==> config.mk <==
export PLATFORM = sky130hd
export DESIGN_NAME = alu_mdu
export DESIGN_NICKNAME = d
export VERILOG_FILES = /design/src/rtl/alu_mdu_pkg.sv /design/src/rtl/mdu_iter_core.sv /design/src/rtl/alu_mdu.sv
export SDC_FILE = /design/constraint.sdc
export NUM_CORES = 1
export LEC_CHECK = 0
export ABC_AREA = 1
export CAP_MARGIN = 40
export CORE_MARGIN = 5
export CORE_UTILIZATION = 25
export DETAILED_ROUTE_END_ITERATION = 10
export GPL_TIMING_DRIVEN = 0
export PLACE_DENSITY_LB_ADDON = 0.2
export RECOVER_POWER = 100
export SLEW_MARGIN = 40
export SYNTH_ARGS = -nofsm -noshare
export SYNTH_HDL_FRONTEND = slang
export SYNTH_HIERARCHICAL = 1
export SYNTH_SLANG_ARGS = --single-unit
==> constraint.sdc <==
create_clock -name clk -period 2.3 [get_ports clk]
set_clock_uncertainty 0.1 [all_clocks]
set_input_delay 0.69 -clock clk [delete_from_list [all_inputs] [get_ports clk]]
set_output_delay 0.69 -clock clk [all_outputs]
set_load 0.01 [all_outputs]
==> src/rtl/alu_mdu_pkg.sv <==
// Shared RV32 decode types, opcode/funct constants and state/op enums for alu_mdu.
package alu_mdu_pkg;

   typedef struct packed {
      logic [6:0] funct7;
      logic [4:0] rs2;
      logic [4:0] rs1;
      logic [2:0] funct3;
      logic [4:0] rd;
      logic [6:0] opcode;
   } instruction_t;

   localparam logic [6:0] OP_MATH     = 7'b0110011;
   localparam logic [6:0] OP_MATH_IMM = 7'b0010011;

   localparam logic [6:0] F7_BASE   = 7'b0000000;
   localparam logic [6:0] F7_ALT    = 7'b0100000;
   localparam logic [6:0] F7_MULDIV = 7'b0000001;

   localparam logic [2:0] F3_ADD  = 3'd0;
   localparam logic [2:0] F3_SLL  = 3'd1;
   localparam logic [2:0] F3_SLT  = 3'd2;
   localparam logic [2:0] F3_SLTU = 3'd3;
   localparam logic [2:0] F3_XOR  = 3'd4;
   localparam logic [2:0] F3_SR   = 3'd5;
   localparam logic [2:0] F3_OR   = 3'd6;
   localparam logic [2:0] F3_AND  = 3'd7;

   localparam logic [2:0] F3_MUL    = 3'd0;
   localparam logic [2:0] F3_MULH   = 3'd1;
   localparam logic [2:0] F3_MULHSU = 3'd2;
   localparam logic [2:0] F3_MULHU  = 3'd3;
   localparam logic [2:0] F3_DIV    = 3'd4;
   localparam logic [2:0] F3_DIVU   = 3'd5;
   localparam logic [2:0] F3_REM    = 3'd6;
   localparam logic [2:0] F3_REMU   = 3'd7;

   typedef enum logic [1:0] {
      IDLE = 2'd0,
      BUSY = 2'd1,
      DONE = 2'd2
   } alu_mdu_state_t;

   // Encoded to match funct3 so decode is a plain cast.
   typedef enum logic [2:0] {
      MDU_MUL    = 3'd0,
      MDU_MULH   = 3'd1,
      MDU_MULHSU = 3'd2,
      MDU_MULHU  = 3'd3,
      MDU_DIV    = 3'd4,
      MDU_DIVU   = 3'd5,
      MDU_REM    = 3'd6,
      MDU_REMU   = 3'd7
   } mdu_op_t;

endpackage

==> src/rtl/mdu_iter_core.sv <==
// Iterative RV32M core: shift-add multiply / restoring divide on magnitudes, STEP_BITS per cycle,
// sign fix-up applied to the final step so the result is ready on the last busy edge.
module mdu_iter_core
   import alu_mdu_pkg::*;
#(
   parameter int unsigned DATA_WIDTH = 32,
   parameter int unsigned STEP_BITS  = 1
) (
   input  logic                  clk,
   input  logic                  rst_n,
   input  logic                  start,
   input  mdu_op_t               op,
   input  logic [DATA_WIDTH-1:0] a,
   input  logic [DATA_WIDTH-1:0] b,
   output logic                  done_c,
   output logic [DATA_WIDTH-1:0] result_c
);
   localparam int unsigned STEPS = DATA_WIDTH / STEP_BITS;
   localparam int unsigned CW    = (STEPS > 1) ? $clog2(STEPS) : 1;
   localparam int unsigned PW    = 2 * DATA_WIDTH;
   localparam int unsigned XW    = DATA_WIDTH + STEP_BITS;

   logic                  busy, mul_mode, hi_sel, rem_sel, neg_q, neg_r;
   logic [CW-1:0]         cnt;
   logic [DATA_WIDTH-1:0] opb, mag_a, mag_b, rem, quo, q, r;
   logic [PW-1:0]         acc, acc_nxt, prod;
   logic [XW-1:0]         partial, upper;
   logic [DATA_WIDTH:0]   trial;
   logic                  sa, sb, is_mul;

   // Operand signedness and magnitudes at start.
   always_comb begin
      is_mul = op inside {MDU_MUL, MDU_MULH, MDU_MULHSU, MDU_MULHU};
      sa     = (op inside {MDU_MULH, MDU_MULHSU, MDU_DIV, MDU_REM}) & a[DATA_WIDTH-1];
      sb     = (op inside {MDU_MULH, MDU_DIV, MDU_REM}) & b[DATA_WIDTH-1];
      mag_a  = sa ? -a : a;
      mag_b  = sb ? -b : b;
   end

   // One iteration: acc holds {partial product, multiplier} or {remainder, dividend/quotient}.
   always_comb begin
      acc_nxt = acc;
      partial = '0;
      upper   = '0;
      rem     = acc[PW-1:DATA_WIDTH];
      quo     = acc[DATA_WIDTH-1:0];
      trial   = '0;
      if (mul_mode) begin
         partial = XW'(opb) * XW'(acc[STEP_BITS-1:0]);
         upper   = XW'(acc[PW-1:DATA_WIDTH]) + partial;
         acc_nxt = {upper, acc[DATA_WIDTH-1:STEP_BITS]};
      end else begin
         for (int i = 0; i < STEP_BITS; i++) begin
            trial = {rem, quo[DATA_WIDTH-1]};
            if (trial >= {1'b0, opb}) begin
               rem = DATA_WIDTH'(trial - {1'b0, opb});
               quo = {quo[DATA_WIDTH-2:0], 1'b1};
            end else begin
               rem = trial[DATA_WIDTH-1:0];
               quo = {quo[DATA_WIDTH-2:0], 1'b0};
            end
         end
         acc_nxt = {rem, quo};
      end
   end

   always_comb begin
      prod     = neg_q ? -acc_nxt : acc_nxt;
      q        = acc_nxt[DATA_WIDTH-1:0];
      r        = acc_nxt[PW-1:DATA_WIDTH];
      result_c = neg_q ? -q : q;
      if (mul_mode)     result_c = hi_sel ? prod[PW-1:DATA_WIDTH] : prod[DATA_WIDTH-1:0];
      else if (rem_sel) result_c = neg_r ? -r : r;
      done_c   = busy && (cnt == CW'(STEPS - 1));
   end

   // Divide-by-zero keeps the quotient un-negated so it stays all-ones.
   always_ff @(posedge clk or negedge rst_n) begin
      if (!rst_n) begin
         busy     <= 1'b0;
         cnt      <= '0;
         mul_mode <= 1'b0;
         hi_sel   <= 1'b0;
         rem_sel  <= 1'b0;
         neg_q    <= 1'b0;
         neg_r    <= 1'b0;
         opb      <= '0;
         acc      <= '0;
      end else if (start) begin
         busy     <= 1'b1;
         cnt      <= '0;
         mul_mode <= is_mul;
         hi_sel   <= (op != MDU_MUL);
         rem_sel  <= (op == MDU_REM) || (op == MDU_REMU);
         neg_q    <= (sa ^ sb) & (is_mul | (b != '0));
         neg_r    <= sa;
         opb      <= is_mul ? mag_a : mag_b;
         acc      <= {{DATA_WIDTH{1'b0}}, (is_mul ? mag_b : mag_a)};
      end else if (busy) begin
         acc <= acc_nxt;
         cnt <= cnt + CW'(1);
         if (done_c) busy <= 1'b0;
      end
   end

endmodule

==> src/rtl/alu_mdu.sv <==
// RV32 execute unit: single-cycle base ALU plus iterative RV32M with valid/ready on both sides.
// Define ALU_MDU_MULDIV_EN to build the multiply/divide path; otherwise M ops decode as illegal.
module alu_mdu
   import alu_mdu_pkg::*;
#(
   parameter int unsigned DATA_WIDTH  = 32,
   parameter int unsigned INSTR_WIDTH = 32,
   parameter int unsigned STEP_BITS   = 1
) (
   input  logic                   clk,
   input  logic                   rst_n,
   input  logic                   in_valid,
   output logic                   in_ready,
   input  logic [DATA_WIDTH-1:0]  alu_op1,
   input  logic [DATA_WIDTH-1:0]  alu_op2,
   input  logic [INSTR_WIDTH-1:0] instr,
   output logic                   out_valid,
   input  logic                   out_ready,
   output logic [DATA_WIDTH-1:0]  alu_out,
   output logic                   illegal_op
);
   localparam int unsigned SHW              = $clog2(DATA_WIDTH);
   localparam int unsigned unused_step_bits = STEP_BITS;

   instruction_t          ins;
   alu_mdu_state_t        state, state_nxt;
   logic                  rdy_en, accept, legal, dec_m, core_start, core_done;
   logic                  is_r, is_i, f7_base, f7_alt;
   logic [DATA_WIDTH-1:0] base_res, core_res;
   logic [SHW-1:0]        shamt;
   logic                  unused_fields;

   assign ins           = instruction_t'(instr);
   assign unused_fields = ^{ins.rs1, ins.rs2, ins.rd};

   // Decode and base-ALU datapath; I-type immediate arrives pre-extended on alu_op2.
   always_comb begin
      is_r     = (ins.opcode == OP_MATH);
      is_i     = (ins.opcode == OP_MATH_IMM);
      f7_base  = (ins.funct7 == F7_BASE);
      f7_alt   = (ins.funct7 == F7_ALT);
      shamt    = alu_op2[SHW-1:0];
      base_res = '0;
      legal    = 1'b0;
      dec_m    = 1'b0;
      if (is_r && ins.funct7 == F7_MULDIV) begin
`ifdef ALU_MDU_MULDIV_EN
         legal = 1'b1;
         dec_m = 1'b1;
`endif
      end else if (is_r || is_i) begin
         unique case (ins.funct3)
            F3_ADD: begin
               legal    = is_i | f7_base | f7_alt;
               base_res = (is_r && f7_alt) ? alu_op1 - alu_op2 : alu_op1 + alu_op2;
            end
            F3_SLL: begin
               legal    = f7_base;
               base_res = alu_op1 << shamt;
            end
            F3_SLT: begin
               legal    = is_i | f7_base;
               base_res = DATA_WIDTH'($signed(alu_op1) < $signed(alu_op2));
            end
            F3_SLTU: begin
               legal    = is_i | f7_base;
               base_res = DATA_WIDTH'(alu_op1 < alu_op2);
            end
            F3_XOR: begin
               legal    = is_i | f7_base;
               base_res = alu_op1 ^ alu_op2;
            end
            F3_SR: begin
               legal    = f7_base | f7_alt;
               base_res = f7_alt ? $unsigned($signed(alu_op1) >>> shamt) : alu_op1 >> shamt;
            end
            F3_OR: begin
               legal    = is_i | f7_base;
               base_res = alu_op1 | alu_op2;
            end
            F3_AND: begin
               legal    = is_i | f7_base;
               base_res = alu_op1 & alu_op2;
            end
            default: ;
         endcase
      end
      if (!legal) base_res = '0;
   end

`ifdef ALU_MDU_MULDIV_EN
   mdu_iter_core #(
      .DATA_WIDTH (DATA_WIDTH),
      .STEP_BITS  (STEP_BITS)
   ) u_core (
      .clk      (clk),
      .rst_n    (rst_n),
      .start    (core_start),
      .op       (mdu_op_t'(ins.funct3)),
      .a        (alu_op1),
      .b        (alu_op2),
      .done_c   (core_done),
      .result_c (core_res)
   );
`else
   assign core_done = 1'b0;
   assign core_res  = '0;
`endif

   // rdy_en holds off in_ready for the first cycle after reset release.
   always_ff @(posedge clk or negedge rst_n) begin
      if (!rst_n) begin
         state  <= IDLE;
         rdy_en <= 1'b0;
      end else begin
         state  <= state_nxt;
         rdy_en <= 1'b1;
      end
   end

   always_comb begin
      state_nxt = state;
      unique case (state)
         IDLE:    if (accept) state_nxt = dec_m ? BUSY : DONE;
         BUSY:    if (core_done) state_nxt = DONE;
         DONE:    if (out_ready) state_nxt = accept ? (dec_m ? BUSY : DONE) : IDLE;
         default: state_nxt = IDLE;
      endcase
   end

   always_comb begin
      in_ready   = rdy_en && ((state == IDLE) || (state == DONE && out_ready));
      accept     = in_valid && in_ready;
      core_start = accept && dec_m;
   end

   // Result register: held while out_valid & !out_ready.
   always_ff @(posedge clk or negedge rst_n) begin
      if (!rst_n) begin
         out_valid  <= 1'b0;
         alu_out    <= '0;
         illegal_op <= 1'b0;
      end else if (accept && !dec_m) begin
         out_valid  <= 1'b1;
         alu_out    <= base_res;
         illegal_op <= !legal;
      end else if (accept) begin
         out_valid  <= 1'b0;
      end else if (state == BUSY && core_done) begin
         out_valid  <= 1'b1;
         alu_out    <= core_res;
         illegal_op <= 1'b0;
      end else if (state == DONE && out_ready) begin
         out_valid  <= 1'b0;
      end
   end

endmodule
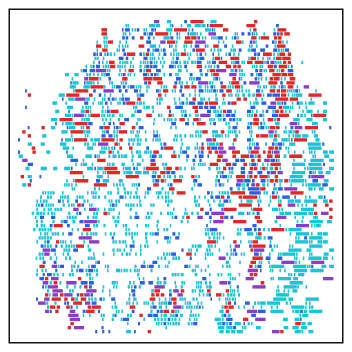
Fig. 1. Cells by drive strength.
Scale: 1.5 px per um.
- cyan: drive 1 or less (cells 1628; share 66%)
- purple: drive 6 and up (cells 85; share 3.5%)
- red: drive 3 to 4 (cells 313; share 13%)
- blue: drive 2 (cells 428; share 17%)

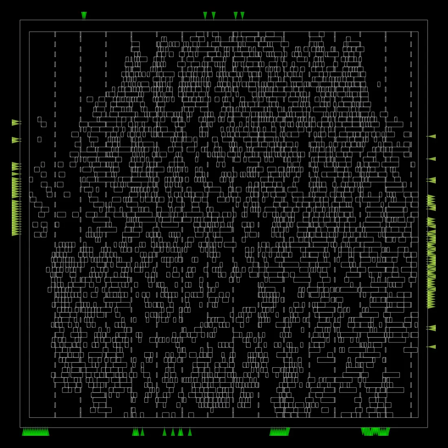
Fig. 2. Placement view.
fin cells: 3046
FFs & Latches: 36
# Taps: 592
Rows: 77
flop share of the area: 5.11%

==> GITHUB_STEP_SUMMARY <==
## Synthesis and layout report

| Metric | Value |
|---|---|
| Status | `complete, but fails checks` |
| Failing checks | `setup timing` |
| Synth async-reset ratio | `100%` |
| Fmax | `between 300 and 400 MHz` |
| Cell types with the highest counts after synthesis | `830 x nand2_1, 358 x nand3_1, 305 x inv_1` |
| Final hold violation count | `0` |
| Worst Tran Pin Value | `903 ps` |
| Avg WL per Cell | `approximately 25 um` |
| Max Cap Viol | `0` |
| WL final | `roughly 78000 um` |
| GRT met2 Usage | `roughly 45%` |
| Share of the synthesized area in the top cell type | `roughly 28%` |
| Most common reg cell | `dfrtp_1` |
| Cell count after synthesis | `2215` |
| WL met3 | `7270 um` |
| Combinational share of power | `75.6%` |
| CP Capture Type | `register` |
| DR vias | `about 16000` |
| Fp util | `25.2%` |
| Min setup slack post-route | `-415 ps` |
| Die area | `~49000 um^2` |
| Critical path launch point | `alu_op2[1]` |
| Area grow syn2layout | `58.1%` |
| IO buf count | `around 120` |
| Most common logic cells in the final layout | `645 x nand2_1, 269 x nand3_1, 245 x inv_1` |
| Slew HR | `between 30% and 40%` |
| Leading area contributor after synthesis | `nand2_1` |
| WP data arrival | `~2800 ps` |
| Endpoints failing setup | `31` |
| Part of the power in registers | `between 10% and 20%` |
| Setup TNS | `-9600 ps` |
| Critical path buffer and inverter count | `5` |
| R2R Path End | `alu_out[14]$_DFFE_PN0P_` |
| RePlAce Congestion | `between 1 and 1.5` |
| CTS root buf | `clkbuf_16` |
[power by group through the flow]
stage                     registers [W]  logic (W)  clock network, W
final                          0.000643    0.00404          0.000656
after global routing           0.000644    0.00425          0.000708
after CTS                      0.000643    0.00363          0.000675
after detailed placement       0.000654    0.00281                 0
after global placement         0.000654    0.00283                 0
after floorplan                0.000655    0.00163                 0
[logic make-up (layout without fill, tap and decap cells)]
kind of cell             Yosys count  count (layout)  share of synthesized area (%)
buffers and inverters            418             657                           14.7
adder cells (fa/ha/maj)           99              99                           11.2
AND-OR/OR-AND                    249             249                           12.7
other                              1               1                         0.0336
flip-flops                        36              36                           8.07
AND/OR/NAND/NOR                 1406            1406                           52.8
multiplexers                       1               1                         0.0897
XOR/XNOR                           5               5                          0.393
[repair_timing]
| item | 4_1_cts | 5_1_grt |
|---|---|---|
| setup buffers | 92 | 27 |
| setup endpoints to repair | 34 | 33 |
| resized | 889 | 289 |
| gates cloned | 2 | 2 |
| pin swaps | 167 | 120 |
[cell type report]
type	instances	area share [%]
well taps	592	4.20
flip-flops and latches	36	5.11
clock buffers	5	0.709
repair buffers	244	12.4
multi-input cells	1761	64.9
clock inverters	3	0.106
plain buffers	91	5.44
inverters	314	7.21
[stage by stage]
step / area, um^2 / hold WS (ps) / instances / worst slack [ps]
6_report: 17600 / 368 / 3046 / -415
5_1_grt: 17600 / 392 / 3046 / -484
3_3_place_gp: 13400 / 367 / 2926 / -1900
3_5_place_dp: 13400 / 367 / 2928 / -1900
4_1_cts: 16500 / 251 / 3017 / -373
2_1_floorplan: 11400 / 294 / 2215 / -189
[tightest hold or removal path: stages, from the launching register on]
cell	delay (ps)
dfrtp_1	330
nand2_1	50
nand2_1	50
[state kept, by name, indices dropped and copies added, names as in the netlist]
name	count
illegal_op	1
alu_out	32
rdy_en	1
out_valid	1
state	1
Power and IR drop assume default switching activity.
